[config.mk]
export PLATFORM = sky130hd
export DESIGN_NAME = nuc_stream_matcher
export DESIGN_NICKNAME = d
export VERILOG_FILES = /design/src/rtl/nuc_stream_matcher.sv
export SDC_FILE = /design/constraint.sdc
export NUM_CORES = 1
export LEC_CHECK = 0
export CAP_MARGIN = 20
export CORE_MARGIN = 4
export CORE_UTILIZATION = 45
export CTS_CLUSTER_SIZE = 10
export DETAILED_ROUTE_END_ITERATION = 7
export GPL_TIMING_DRIVEN = 0
export HOLD_SLACK_MARGIN = 0.08
export PLACE_DENSITY = 0.73
export SLEW_MARGIN = 20
export SYNTH_ARGS = -nofsm -noshare
export SYNTH_HDL_FRONTEND = slang
export SYNTH_SLANG_ARGS = --single-unit
[constraint.sdc]
create_clock -name clock -period 2.7 [get_ports clock]
set_input_delay 0.405 -clock clock [delete_from_list [all_inputs] [get_ports clock]]
set_output_delay 0.405 -clock clock [all_outputs]
set_load 0.005 [all_outputs]
[src/rtl/nuc_stream_matcher.sv]
// nuc_stream_matcher: scans seq_len 2-bit nucleotides from a combinational-read
// memory starting at address 0. It slides a PLEN-nucleotide window over the
// stream and counts every pattern match, including overlapping ones. It also
// records the start address of the lowest-addressed match.
// Optional build macro NUC_MATCH_MASK_EN adds a per-nucleotide wildcard mask
// input (pattern_mask).
module nuc_stream_matcher #(
  parameter int AW   = 16,
  parameter int PLEN = 4
) (
  input  logic            clock,
  input  logic            reset_L,
  input  logic            start,
  input  logic [AW-1:0]   seq_len,
  input  logic [2*PLEN-1:0] pattern,
`ifdef NUC_MATCH_MASK_EN
  input  logic [PLEN-1:0] pattern_mask,
`endif
  output logic            mem_re,
  output logic [AW-1:0]   mem_addr,
  input  logic [1:0]      mem_data,
  output logic            busy,
  output logic            done,
  output logic            found,
  output logic [AW-1:0]   match_count,
  output logic [AW-1:0]   first_addr
);

  localparam int PW = 2 * PLEN;
  localparam int VW = $clog2(PLEN + 1);

  typedef enum logic [1:0] {S_IDLE, S_SCAN, S_DONE} state_t;

  state_t          state_q, state_d;
  logic [AW-1:0]   addr_q, addr_d;
  logic [AW-1:0]   len_q, len_d;
  logic [PW-1:0]   pat_q, pat_d;
  logic [PW-1:0]   win_q, win_d;
  logic [VW-1:0]   vcnt_q, vcnt_d;
  logic [AW-1:0]   cnt_q, cnt_d;
  logic            found_q, found_d;
  logic [AW-1:0]   first_q, first_d;
  logic            mem_re_q, mem_re_d;
  logic            busy_q, busy_d;
  logic            done_q, done_d;
  logic [PW-1:0]   care;
  logic [PW-1:0]   win_next;
  logic            hit;

`ifdef NUC_MATCH_MASK_EN
  logic [PLEN-1:0] mask_q, mask_d;

  // Masked nucleotides are dropped from the compare by clearing their care bits.
  for (genvar gi = 0; gi < PLEN; gi++) begin : g_care
    assign care[2*gi+1:2*gi] = {2{~mask_q[gi]}};
  end
`else
  assign care = '1;
`endif

  assign win_next = {win_q[PW-3:0], mem_data};
  // A match needs PLEN valid nucleotides once the current one is shifted in.
  assign hit      = (vcnt_q >= VW'(PLEN - 1)) && (((win_next ^ pat_q) & care) == '0);

  // Next-state and result-update logic for the scan FSM.
  always_comb begin
    state_d  = state_q;
    addr_d   = addr_q;
    len_d    = len_q;
    pat_d    = pat_q;
    win_d    = win_q;
    vcnt_d   = vcnt_q;
    cnt_d    = cnt_q;
    found_d  = found_q;
    first_d  = first_q;
    mem_re_d = mem_re_q;
    busy_d   = busy_q;
    done_d   = done_q;
`ifdef NUC_MATCH_MASK_EN
    mask_d   = mask_q;
`endif
    case (state_q)
      S_IDLE, S_DONE: begin
        if (start) begin
          len_d   = seq_len;
          pat_d   = pattern;
`ifdef NUC_MATCH_MASK_EN
          mask_d  = pattern_mask;
`endif
          win_d   = '0;
          vcnt_d  = '0;
          cnt_d   = '0;
          found_d = 1'b0;
          first_d = '0;
          addr_d  = '0;
          if (seq_len != '0) begin
            state_d  = S_SCAN;
            mem_re_d = 1'b1;
            busy_d   = 1'b1;
            done_d   = 1'b0;
          end else begin
            state_d  = S_DONE;
            mem_re_d = 1'b0;
            busy_d   = 1'b0;
            done_d   = 1'b1;
          end
        end
      end
      S_SCAN: begin
        win_d = win_next;
        if (vcnt_q < VW'(PLEN)) vcnt_d = vcnt_q + VW'(1);
        if (hit) begin
          if (cnt_q != '1) cnt_d = cnt_q + AW'(1);
          if (!found_q) begin
            found_d = 1'b1;
            first_d = addr_q - AW'(PLEN - 1);
          end
        end
        if (addr_q == len_q - AW'(1)) begin
          // Address returns to 0 so mem_addr is 0 whenever mem_re is low.
          state_d  = S_DONE;
          addr_d   = '0;
          mem_re_d = 1'b0;
          busy_d   = 1'b0;
          done_d   = 1'b1;
        end else begin
          addr_d = addr_q + AW'(1);
        end
      end
      default: begin
        state_d  = S_IDLE;
        mem_re_d = 1'b0;
        busy_d   = 1'b0;
        done_d   = 1'b0;
        addr_d   = '0;
      end
    endcase
  end

  // State, captured configuration, window and registered outputs.
  always_ff @(posedge clock or negedge reset_L) begin
    if (!reset_L) begin
      state_q  <= S_IDLE;
      addr_q   <= '0;
      len_q    <= '0;
      pat_q    <= '0;
      win_q    <= '0;
      vcnt_q   <= '0;
      cnt_q    <= '0;
      found_q  <= 1'b0;
      first_q  <= '0;
      mem_re_q <= 1'b0;
      busy_q   <= 1'b0;
      done_q   <= 1'b0;
`ifdef NUC_MATCH_MASK_EN
      mask_q   <= '0;
`endif
    end else begin
      state_q  <= state_d;
      addr_q   <= addr_d;
      len_q    <= len_d;
      pat_q    <= pat_d;
      win_q    <= win_d;
      vcnt_q   <= vcnt_d;
      cnt_q    <= cnt_d;
      found_q  <= found_d;
      first_q  <= first_d;
      mem_re_q <= mem_re_d;
      busy_q   <= busy_d;
      done_q   <= done_d;
`ifdef NUC_MATCH_MASK_EN
      mask_q   <= mask_d;
`endif
    end
  end

  assign mem_re      = mem_re_q;
  assign mem_addr    = addr_q;
  assign busy        = busy_q;
  assign done        = done_q;
  assign found       = found_q;
  assign match_count = cnt_q;
  assign first_addr  = first_q;

endmodule

Figure 1. Signal wires on met1 (run 1).
Bar = 20 um. Cells faint in the background.
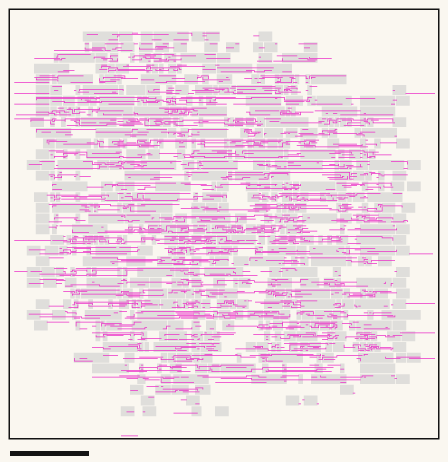
share of all routed wire: 45%
nets with wire on the layer: 568
wire length on this layer: 5400 um
longest straight run: 40.5 um
main direction: horizontal
via count: 4056
global routing usage on met1: 28.6%
total routed wirelength: 11900 um

Figure 2. Met2 routing (run 1).
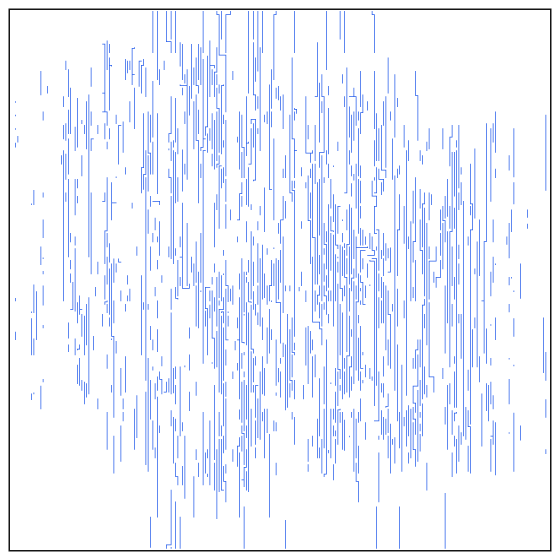
wire length on this layer: 5670 um
main direction: vertical
share of all routed wire: 48%
longest straight run: 51.7 um
GRT met2 Usage: 33.6%

Figure 3. The metal 3 layer (run 1).
Bar = 20 um.
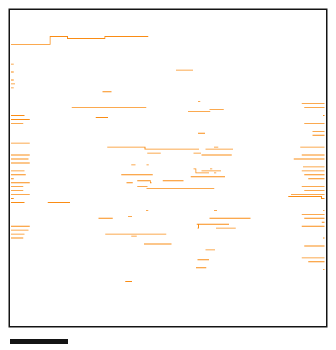
wire length on this layer: 589 um
share of all routed wire: 5.0%
longest straight run: 25.3 um
main direction: horizontal
nets with wire on the layer: 81
met3 track demand over resource in global routing: 2.61%

Figure 4. Signal wires on met4 (run 1).
Bar = 20 um.
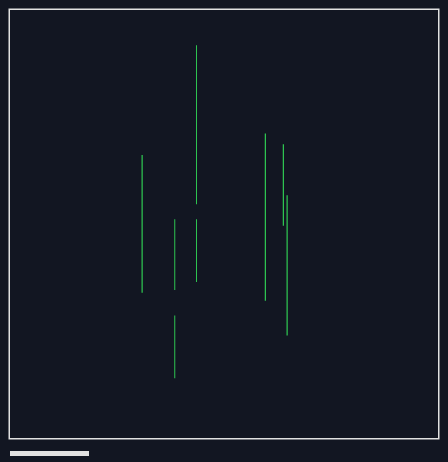
longest straight run: 42.2 um
share of all routed wire: 1.9%
nets with wire on the layer: 7

[run 1: worst max-delay path, cell delays in order, from the launching register on]
cell and delay (ps):
dfrtp_1 400, or4_4 540, clkbuf_8 170, or4b_4 510, a21boi_2 150, o21ai_2 80
a2111oi_4 420, a31o_4 260, buf_6 130, nor2_2 30, a211o_1 260
[run 1: worst paths after layout]
path | from | endpoint | cells past startpoint
max | len_q[1] | mem_addr[8] | 10
max reg2reg | len_q[1] | mem_addr[8] | 10
min reg2reg | first_addr[11] | first_addr[11] | 2
max in group asynchronous | reset_L | win_q[5] | 3
min in group asynchronous | reset_L | first_addr[2] | 2
min | first_addr[11] | first_addr[11] | 2
[run 1: through the flow]
step                hold WS, ps  setup slack [ps]
floorplan                   109              -179
global placement            482             -1730
detailed placement          381              -397
CTS                         508              -314
global route                544              -424
finish                      503              -348
[run 1: registers in the layout, summed over array words and instances, names as in the netlist]
register and cells:
first_addr 16, len_q 16, match_count 16, mem_addr 16, pat_q 8, win_q 6, vcnt_q 3, state_q 2
found 1
[run 1: power breakdown]
group / internal, W / switching [W]
clock network: 0.000442 / 0.000491
registers: 0.00164 / 0.000320
logic: 0.00125 / 0.00113
[run 1: logic make-up (layout without fill, tap and decap cells)]
| group | count (synthesis) | in the layout | share of synthesized area, % |
|---|---|---|---|
| AOI/OAI and AO/OA | 77 | 77 | 11.8 |
| xor gates and xnor gates | 55 | 55 | 10.6 |
| adders and majority gates | 5 | 5 | 1.37 |
| buffers and inverters | 38 | 151 | 3.89 |
| DFF | 84 | 84 | 46.0 |
| muxes | 4 | 4 | 0.904 |
| and+or+nand+nor | 236 | 236 | 25.5 |
==> flow_summary_export.csv, run 1 <==
group,metric,value,unit
grt,grt_first_pass_wirelength,19300,um
clock_tree,numClockSinks,84,
yosys,netlist_area_before_placement,4570,um^2
yosys,synth_nets,533,
grt,grt_max_degree,54,
route,vias_per_cell,5.44,
hold_path,min-delay-path-class,"flip-flop to flip-flop",
final_layout,clock_buffer_count,9,
yosys,ys_seq_elements,84,
grt,grt_util_all_layers,20.7,%
setup_path,reg2reg_slack,-350,ps
final_layout,layout_top_cell,"nand2_1",
setup_path,timing.critical_path.from_type,"flip-flop",
final_layout,num-nonclk-inverters,3,
yosys,common_cells,"96 x nand2_1, 84 x dfrtp_1, 32 x nor2_1, 32 x xor2_1, 30 x o21ai_0",
final_layout,logic_gates,377,
clock_tree,hold_buffers_post_cts,1,
setup_path,cp_data_required_time,2950,ps
grt,globalRoute.busiestLayer,"met2",
yosys,ys_types,58,
final_layout,comb_share,39.8,%
sta,final_min_period_over_clock_period,113,%
route,drt-initial-drc-count,233,
clock_tree,cts-buffers-inserted,9,
sta,finalSetupTns,-4920,ps
final_layout,area_share_clock_buf_inv,3.39,%
placement,post-dp-hpwl,8720,um
final_layout,dominant_cells,"logic gates",
sta,final_critical_path_setup_slack,-348,ps
yosys,synth.yosys.chip_area,4570,um^2
clock_tree,clk_transition_reported_paths,90,ps
setup_path,endpoint_kind,"flip-flop",
route,detailroute.wirelength.met3,589,um
route,wl_met1,5400,um
final_layout,syn_to_final_growth,33.2,%
grt,grt_overflow_total,0,
power,finalPower,0.00527,W
placement,buffer_ports.inserted,80,
final_layout,buffers,132,
sta,rsz_0062_raised_after_global_routing,"yes",
clock_tree,ctsResizeCount,16,
floorplan,total_die_area,11800,um^2
yosys,top_cell_type_s_share_of_synthesized_area,46.0,%
yosys,netlist_instances,499,
final_layout,mostFrequentLayoutCells,"96 x nand2_1, 80 x dfrtp_1, 79 x clkdlybuf4s50_1, 32 x xor2_1, 31 x nor2_1",
final_layout,layout.nonclk_buf_share,19.2,%
sta,report.final.setup_viol,18,
route,detail_route.wl_per_cell,15.9,um
clock_tree,post-cts-setup-buffers,7,
route,wl_met2,5670,um
route,antenna_left,0,
setup_path,crit_path_max_fanout,5,
power,worst_ir_drop_vdd,350,uV
sta,max_freq,328,MHz
yosys,postSynthAreaPerCell,9.15,um^2
yosys,edff_count_synth,0,
flow_run,cap_viol_max_count,0,
sta,final.min_clock_period,3050,ps
run_status,violations_in_the_final_reports,"setup timing",
final_layout,seq_area,2110,um^2
clock_tree,clock_tree.htree_level_count,3,
floorplan,chipHeight,109,um
floorplan,fp-row-count,36,
yosys,ys_warn_count,0,
placement,gpl.final_weighted_congestion,0.811,
sta,final-hold-violation-count,0,
final_layout,sequential_share_of_cell_area,34.6,%
route,top_layer,"met4",
clock_tree,clk_latency,360,ps
route,drc_errors_left,0,
clock_tree,clock_path_buffers,2,
yosys,sequential_fraction_of_the_synthesis_area,46.0,%
power,powerDensity,867,nW/um^2
final_layout,layout.cell_area.non_filler,6080,um^2
floorplan,design.core.area,9820,um^2
floorplan,pre_placement_core_utilization,46.5,%
floorplan,top_level_ports,81,
run_status,status,"complete, but fails checks",
yosys,top_cell_type_by_instance_count_after_synthesis,"nand2_1",
final_layout,combGateArea,2420,um^2
final_layout,design.final.nets,641,
final_layout,stdcell_count,745,
floorplan,tapcell.inserted,133,
route,first_pass_iters,4,
yosys,netlist_top_cells_area,"dfrtp_1 46%, nand2_1 7.9%, xor2_1 6.1%, xnor2_1 4.4%, o21ai_0 3.3%",
placement,place.detailed.instances,713,
final_layout,fin_util,62.0,%
yosys,synth.largest_area_cell,"dfrtp_1",
floorplan,die_w,109,um
final_layout,n_fill_cell,866,
final_layout,sequential_cell_total,84,
placement,placedInstanceArea,5570,um^2
setup_path,crit_type,"flip-flop to flip-flop",
yosys,synthArstFlopShare,100,%
final_layout,drive_gt1_share,14.2,%
power,total_leakage_power,2.65,nW
sta,final.setup_skew,13.5,ps
yosys,yosys_cells,499,
clock_tree,cts_tree,"built",
flow_run,warnings,29,
final_layout,antenna_cells,0,
setup_path,cp_data_arrival_time,3300,ps
sta,slew_violations,0,
sta,max_slew_margin,51.2,%
grt,antenna_found_initial,0,
sta,timing_worst_slew_pin_value,725,ps
grt,grt_pass1_vias,3938,
yosys,dominant_register_cell,"dfrtp_1",
clock_tree,cts_root_buf,"clkbuf_8",
==> run 2, diff against run 1 <==
CAP_MARGIN = 10   (was 20)
Figure 5. Clock nets (run 2).
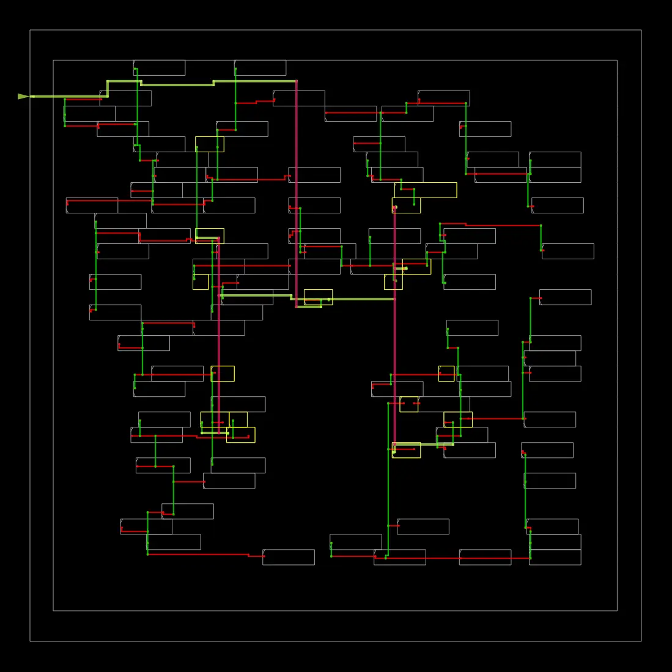
TritonCTS Buffers: 9
number of clock sinks seen by CTS: 84
Clock group: 0.000932 W
Clk Latency, worst-skew pair: 360 ps

==> run 2 against run 1 <==
  * Critical path depth did not move
  * Largest cell class unchanged
  * Sequential power barely moved
  * Highest routed layer unchanged
  * The flow still finishes with violations (setup timing)
  * Register-to-register slack barely moved
  * Critical endpoint unchanged
==> flow_summary_export.csv, run 2 <==
group,metric,value,unit
run_status,status,"complete, but fails checks",
run_status,violations_in_the_final_reports,"setup timing",
placement,buffer_ports.inserted,80,
yosys,synthArstFlopShare,100,%
yosys,postSynthAreaPerCell,9.15,um^2
route,postRouteWirelength,11900,um
placement,post-dp-hpwl,8720,um
yosys,synth.largest_area_cell,"dfrtp_1",
setup_path,crit_buf_inv,2,
grt,grt_first_pass_wirelength,19300,um
power,comb_power_share,45.2,%
route,routed-via-count,4056,
power,power_sequential,0.00196,W
sta,timing_worst_slew_pin_value,725,ps
placement,gpl.final_weighted_congestion,0.811,
route,vias_per_cell,5.44,
setup_path,cp_data_arrival_time,3300,ps
clock_tree,clock_path_buffers,2,
floorplan,die_w,109,um
clock_tree,cts_tree,"built",
power,power.group.top,"combinational logic",
clock_tree,clock_tree.htree_level_count,3,
yosys,netlist_top_cells_area,"dfrtp_1 46%, nand2_1 7.9%, xor2_1 6.1%, xnor2_1 4.4%, o21ai_0 3.3%",
sta,final-hold-violation-count,0,
yosys,yosys_cells,499,
yosys,edff_count_synth,0,
floorplan,design.core.area,9820,um^2
setup_path,timing.critical_path.from_type,"flip-flop",
clock_tree,hold_buffers_post_cts,1,
grt,grt_pass1_vias,3938,
power,worst_ir_drop_vdd,350,uV
setup_path,worstReg2RegStart,"len_q[1]",
flow_run,cap_viol_max_count,0,
hold_path,min-delay-path-class,"flip-flop to flip-flop",
setup_path,endpoint_kind,"flip-flop",
floorplan,fp-row-count,36,
yosys,synth_nets,533,
setup_path,cp_top_family,"AND-OR/OR-AND gates",
power,powerDensity,867,nW/um^2
yosys,common_cells,"96 x nand2_1, 84 x dfrtp_1, 32 x nor2_1, 32 x xor2_1, 30 x o21ai_0",
final_layout,design.final.nets,641,
final_layout,mostFrequentLayoutCells,"96 x nand2_1, 80 x dfrtp_1, 79 x clkdlybuf4s50_1, 32 x xor2_1, 31 x nor2_1",
clock_tree,cts_root_buf,"clkbuf_8",
power,comb-power,0.00238,W
placement,place.detailed.instances,713,
power,power.clock.fraction,17.7,%
grt,grt_max_degree,54,
final_layout,layout_top_cell,"nand2_1",
route,antenna_left,0,
grt,grt_overflow_total,0,
hold_path,timing.hold.worst.start,"first_addr[11]",
yosys,netlist_area_before_placement,4570,um^2
floorplan,total_die_area,11800,um^2
setup_path,crit_path_max_fanout,5,
route,detail_route.wl_per_cell,15.9,um
floorplan,top_level_ports,81,
yosys,synth.yosys.chip_area,4570,um^2
yosys,dominant_register_cell,"dfrtp_1",
setup_path,worst-r2r-cell-count,10,
setup_path,critPathSlowestCell,"or4_4",
clock_tree,clk_transition_reported_paths,90,ps
floorplan,pre_placement_core_utilization,46.5,%
yosys,ys_types,58,
floorplan,chipHeight,109,um
hold_path,holdPathStages,2,
grt,globalRouteMet2Util,33.6,%
sta,final.min_clock_period,3050,ps
final_layout,syn_to_final_growth,33.2,%
flow_run,warnings,29,
yosys,sequential_fraction_of_the_synthesis_area,46.0,%
grt,antenna_found_initial,0,
sta,final_min_period_over_clock_period,113,%
final_layout,stdcell_count,745,
power,internal-power,0.00333,W
sta,rsz_0062_raised_after_global_routing,"yes",
power,total_leakage_power,2.65,nW
power,switching_share,36.8,%
final_layout,antenna_cells,0,
setup_path,cp_data_required_time,2950,ps
clock_tree,post-cts-setup-buffers,7,
sta,max_freq,328,MHz
yosys,ys_warn_count,0,
grt,grt_util_met1,28.6,%
route,first_pass_iters,4,
setup_path,setup.worst_path.start,"len_q[1]",
grt,grt_util_all_layers,20.7,%
grt,globalRoute.busiestLayer,"met2",
setup_path,crit_type,"flip-flop to flip-flop",
sta,report.final.setup_viol,18,
sta,max_slew_margin,51.2,%
power,power_share_of_the_sequential_group,37.2,%
final_layout,n_fill_cell,866,
yosys,top_cell_type_by_instance_count_after_synthesis,"nand2_1",
clock_tree,ctsResizeCount,16,
yosys,top_cell_type_s_share_of_synthesized_area,46.0,%
sta,final.setup_skew,13.5,ps
setup_path,cp_slowest_stage_delay,540,ps
setup_path,path_cells,"or4_4 > clkbuf_8 > or4b_4 > a21boi_2 > o21ai_2 > a2111oi_4 > a31o_4 > buf_6 > nor2_2 > a211o_1",
route,drc_errors_left,0,
yosys,netlist_instances,499,
sta,slew_violations,0,
route,drt-initial-drc-count,233,
sta,final_critical_path_setup_slack,-348,ps
yosys,ys_seq_elements,84,
power,total_switching_power,0.00194,W
setup_path,path_depth,10,
placement,place_worst_setup_slack,-397,ps
final_layout,drive_gt1_share,14.2,%
grt,met3_usage,2.61,%
-- run 2: cell counts in the layout (fill, tap and decap cells not counted) --
No cell type changed its count.
-- run 2: area by class of cell --
type                    count  area (um^2)  share of cell area (%)
inverters                   3         16.3                   0.267
well taps                 133          166                    2.74
repair buffers             98          980                    16.1
clock buffers               9          124                    2.04
multi-input cells         377         2420                    39.8
plain buffers              34          189                    3.11
clock inverters             7         82.6                    1.36
flip-flops and latches     84         2110                    34.6
-- run 2: final timing paths --
check	to	slack, ps
setup / recovery	mem_addr[8]	-350
hold / removal	first_addr[11]	500
setup reg to reg	mem_addr[8]	-350
hold reg to reg	first_addr[11]	500
max in group asynchronous	win_q[5]	1580
min in group asynchronous	first_addr[2]	530
-- run 2: through the flow --
step           setup TNS, ps  power [W]  util [%]  hold WS (ps)  area [um^2]
5_1_grt                -6170    0.00566      62.0           544         6080
6_report               -4920    0.00527      62.0           503         6080
4_1_cts                -4170    0.00510      60.0           508         5890
2_1_floorplan          -1150    0.00329         -           109         4580
3_3_place_gp         -150440    0.00394      56.5           482         5550
3_5_place_dp           -8280    0.00403      56.8           381         5570
-- run 2: logic make-up (layout without fill, tap and decap cells) --
family / after synthesis / in the layout / synth area share, %
AND-OR/OR-AND: 77 / 77 / 11.8
XOR/XNOR: 55 / 55 / 10.6
adder cells (fa/ha/maj): 5 / 5 / 1.37
buffers and inverters: 38 / 151 / 3.89
flip-flops: 84 / 84 / 46.0
multiplexers: 4 / 4 / 0.904
AND/OR/NAND/NOR: 236 / 236 / 25.5
-- run 2: metal layers --
layer	share of wire (%)	wire length, um
met1	45	5400
met2	48	5670
met3	5.0	589
met4	1.9	221
met5	0	0
==> run 3, diff against run 2 <==
CORE_UTILIZATION = 35   (was 45)
PLACE_DENSITY = 0.57   (was 0.73)
clock period = 2.92 ns   (was 2.7 ns; I/O delays follow)
Figure 6. Met2 routing (run 3).
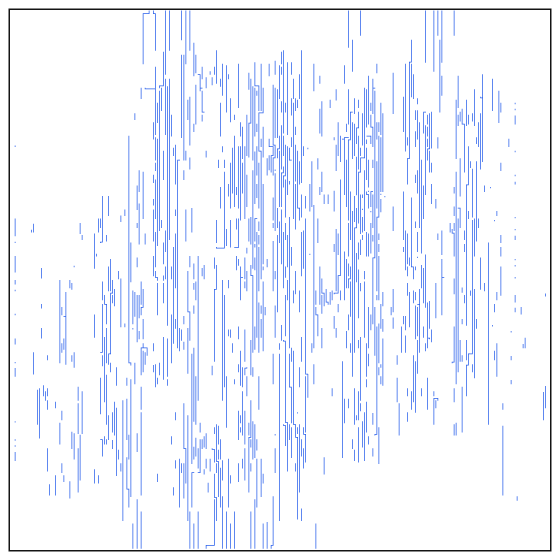
wire length on this layer: 5500 um
main direction: vertical
share of all routed wire: 46%
GRT met2 Usage: 25.4%
total routed wirelength: 11900 um
via count: 3942

==> run 3 against run 2 <==
  * The flow still finishes with violations (setup timing)
  * Worst setup slack improved by 280 ps
  * Flip-flop count did not move
  * First-iteration DRC count is 26% lower
  * Sequential share of layout area is 0.55 points lower
  * Fmax rose by 2.0%
  * Power decreased by 0.95%
  * Routed wire length is 0.14% higher
  * Critical path depth unchanged
  * Global-route usage decreased by 4.1 points
  * Final cell count grew 5.4%
  * Die area is 26% higher
==> flow_summary_export.csv, run 3 <==
group,metric,value,unit
run_status,status,"complete, but fails checks",
run_status,violations_in_the_final_reports,"setup timing",
grt,grt_max_degree,56,
setup_path,critPathSlowestCell,"or4_4",
final_layout,layout.cell_area.non_filler,6190,um^2
power,finalPower,0.00522,W
sta,final.setup_skew,6.60,ps
clock_tree,cts_tree,"built",
flow_run,warnings,28,
setup_path,cp_data_required_time,3160,ps
clock_tree,clock_path_buffers,2,
route,first_pass_iters,4,
clock_tree,clk_transition_reported_paths,70,ps
yosys,synth.largest_area_cell,"dfrtp_1",
yosys,ys_warn_count,0,
clock_tree,cts-buffers-inserted,9,
final_layout,stdcell_count,785,
yosys,edff_count_synth,0,
clock_tree,numClockSinks,84,
setup_path,cp_top_family,"simple AND/OR/NAND/NOR gates",
route,wl_met2,5500,um
setup_path,timing.critical_path.from_type,"flip-flop",
clock_tree,cts_root_buf,"clkbuf_16",
power,powerDensity,845,nW/um^2
yosys,synth.yosys.chip_area,4570,um^2
route,drt-initial-drc-count,172,
grt,grt_util_met1,23.1,%
yosys,synthArstFlopShare,100,%
placement,gpl.final_weighted_congestion,0.880,
floorplan,total_die_area,14900,um^2
final_layout,fin_util,48.8,%
sta,final_critical_path_setup_slack,-66.7,ps
power,power_share_of_the_sequential_group,34.9,%
grt,grt_overflow_total,0,
placement,placedInstanceArea,5620,um^2
setup_path,cp_data_arrival_time,3230,ps
yosys,postSynthAreaPerCell,9.15,um^2
route,top_layer,"met4",
route,detailroute.wirelength.met3,551,um
sta,max_slew_margin,49.3,%
yosys,yosys_cells,499,
sta,final_min_period_over_clock_period,102,%
power,total_leakage_power,2.70,nW
route,antenna_left,0,
grt,grt_first_pass_wirelength,19400,um
floorplan,die_w,122,um
sta,final-hold-violation-count,0,
grt,antenna_found_initial,0,
power,worst_ir_drop_vdd,287,uV
setup_path,crit_path_max_fanout,5,
yosys,ys_types,58,
yosys,netlist_top_cells_area,"dfrtp_1 46%, nand2_1 7.9%, xor2_1 6.1%, xnor2_1 4.4%, o21ai_0 3.3%",
final_layout,drive_gt1_share,12.4,%
yosys,sequential_fraction_of_the_synthesis_area,46.0,%
sta,slew_violations,0,
route,drc_errors_left,0,
grt,grt_pass1_vias,3848,
power,power.clock.fraction,24.3,%
final_layout,n_fill_cell,1213,
yosys,common_cells,"96 x nand2_1, 84 x dfrtp_1, 32 x nor2_1, 32 x xor2_1, 30 x o21ai_0",
final_layout,layout_top_cell,"nand2_1",
power,switching_share,34.6,%
flow_run,cap_viol_max_count,0,
grt,globalRoute.busiestLayer,"met2",
placement,buffer_ports.inserted,80,
hold_path,min-delay-path-class,"flip-flop to flip-flop",
yosys,netlist_instances,499,
sta,holdWs,489,ps
route,detail_route.wl_per_cell,15.2,um
yosys,ys_seq_elements,84,
yosys,top_cell_type_s_share_of_synthesized_area,46.0,%
setup_path,reg2reg_slack,-70,ps
sta,finalSetupTns,-226,ps
sta,max_freq,335,MHz
final_layout,mostFrequentLayoutCells,"96 x nand2_1, 79 x dfrtp_1, 79 x clkdlybuf4s50_1, 32 x xor2_1, 31 x nor2_1",
yosys,dominant_register_cell,"dfrtp_1",
grt,met3_usage,3.87,%
setup_path,path_cells,"buf_8 > or4_4 > or4_4 > nor3_4 > xnor2_2 > a2111oi_4 > a31o_4 > buf_6 > nor2_1 > a211o_1",
setup_path,cp_slowest_stage_delay,530,ps
floorplan,fp-row-count,41,
sta,rsz_0062_raised_after_global_routing,"yes",
route,vias_per_cell,5.02,
floorplan,top_level_ports,81,
floorplan,pre_placement_core_utilization,36.0,%
placement,post-dp-hpwl,8720,um
power,total_switching_power,0.00181,W
grt,grt_util_all_layers,16.6,%
placement,place.detailed.instances,752,
power,comb_power_share,40.9,%
sta,timing_worst_slew_pin_value,754,ps
yosys,netlist_area_before_placement,4570,um^2
sta,report.final.setup_viol,6,
yosys,top_cell_type_by_instance_count_after_synthesis,"nand2_1",
final_layout,syn_to_final_growth,35.5,%
setup_path,crit_buf_inv,2,
power,internal-power,0.00342,W
yosys,synth_nets,533,
floorplan,design.core.area,12700,um^2
setup_path,endpoint_kind,"flip-flop",
floorplan,chipHeight,122,um
placement,place_worst_setup_slack,-246,ps
clock_tree,clock_tree.htree_level_count,3,
route,wl_met1,5680,um
final_layout,design.final.nets,642,
clock_tree,clk_latency,350,ps
setup_path,cpMostUsedCell,"or4_4",
final_layout,antenna_cells,0,
setup_path,crit_type,"flip-flop to flip-flop",
sta,final.min_clock_period,2990,ps
==> run 3: area by class of cell <==
class	count	area [um^2]	area share, %
clock inverter	7	105	1.70
timing repair buffer	101	982	15.9
multi-input combinational	377	2380	38.4
sequential	84	2110	34.1
buffer	32	163	2.63
inverter	3	11.3	0.182
tap	172	215	3.48
clock buffer	9	225	3.64
==> run 3: cells by family (layout without fill, tap and decap cells) <==
| family | after synthesis | count (layout) | synth area share, % |
|---|---|---|---|
| and+or+nand+nor | 236 | 236 | 25.5 |
| DFF | 84 | 84 | 46.0 |
| AOI/OAI and AO/OA | 77 | 77 | 11.8 |
| xor gates and xnor gates | 55 | 55 | 10.6 |
| buffers and inverters | 38 | 152 | 3.89 |
| adders and majority gates | 5 | 5 | 1.37 |
| muxes | 4 | 4 | 0.904 |
==> run 3: repair_timing <==
item	CTS	global route
resized	13	25
endpoints found under the hold margin	29	0
gates cloned	1	0
endpoints found under the setup margin	17	23
pin swaps	8	12
setup buffers	9	9
hold buffers	1	0
==> run 3: power groups by stage <==
| stage | Clock (W) | Combinational [W] | Sequential, W |
|---|---|---|---|
| after floorplan | 0 | 0.00124 | 0.00179 |
| after global placement | 0 | 0.00183 | 0.00185 |
| after detailed placement | 0 | 0.00186 | 0.00186 |
| after CTS | 0.00130 | 0.00203 | 0.00181 |
| after global routing | 0.00134 | 0.00237 | 0.00188 |
| final | 0.00127 | 0.00213 | 0.00182 |
==> run 3: worst paths after layout <==
| check | from | endpoint | cells past startpoint |
|---|---|---|---|
| setup / recovery | len_q[9] | mem_addr[3] | 10 |
| hold / removal | first_addr[0] | first_addr[0] | 2 |
| setup reg to reg | len_q[9] | mem_addr[3] | 10 |
| hold reg to reg | first_addr[0] | first_addr[0] | 2 |
| max in group asynchronous | reset_L | len_q[8] | 3 |
| min in group asynchronous | reset_L | found | 2 |
Power and IR drop assume default switching activity.
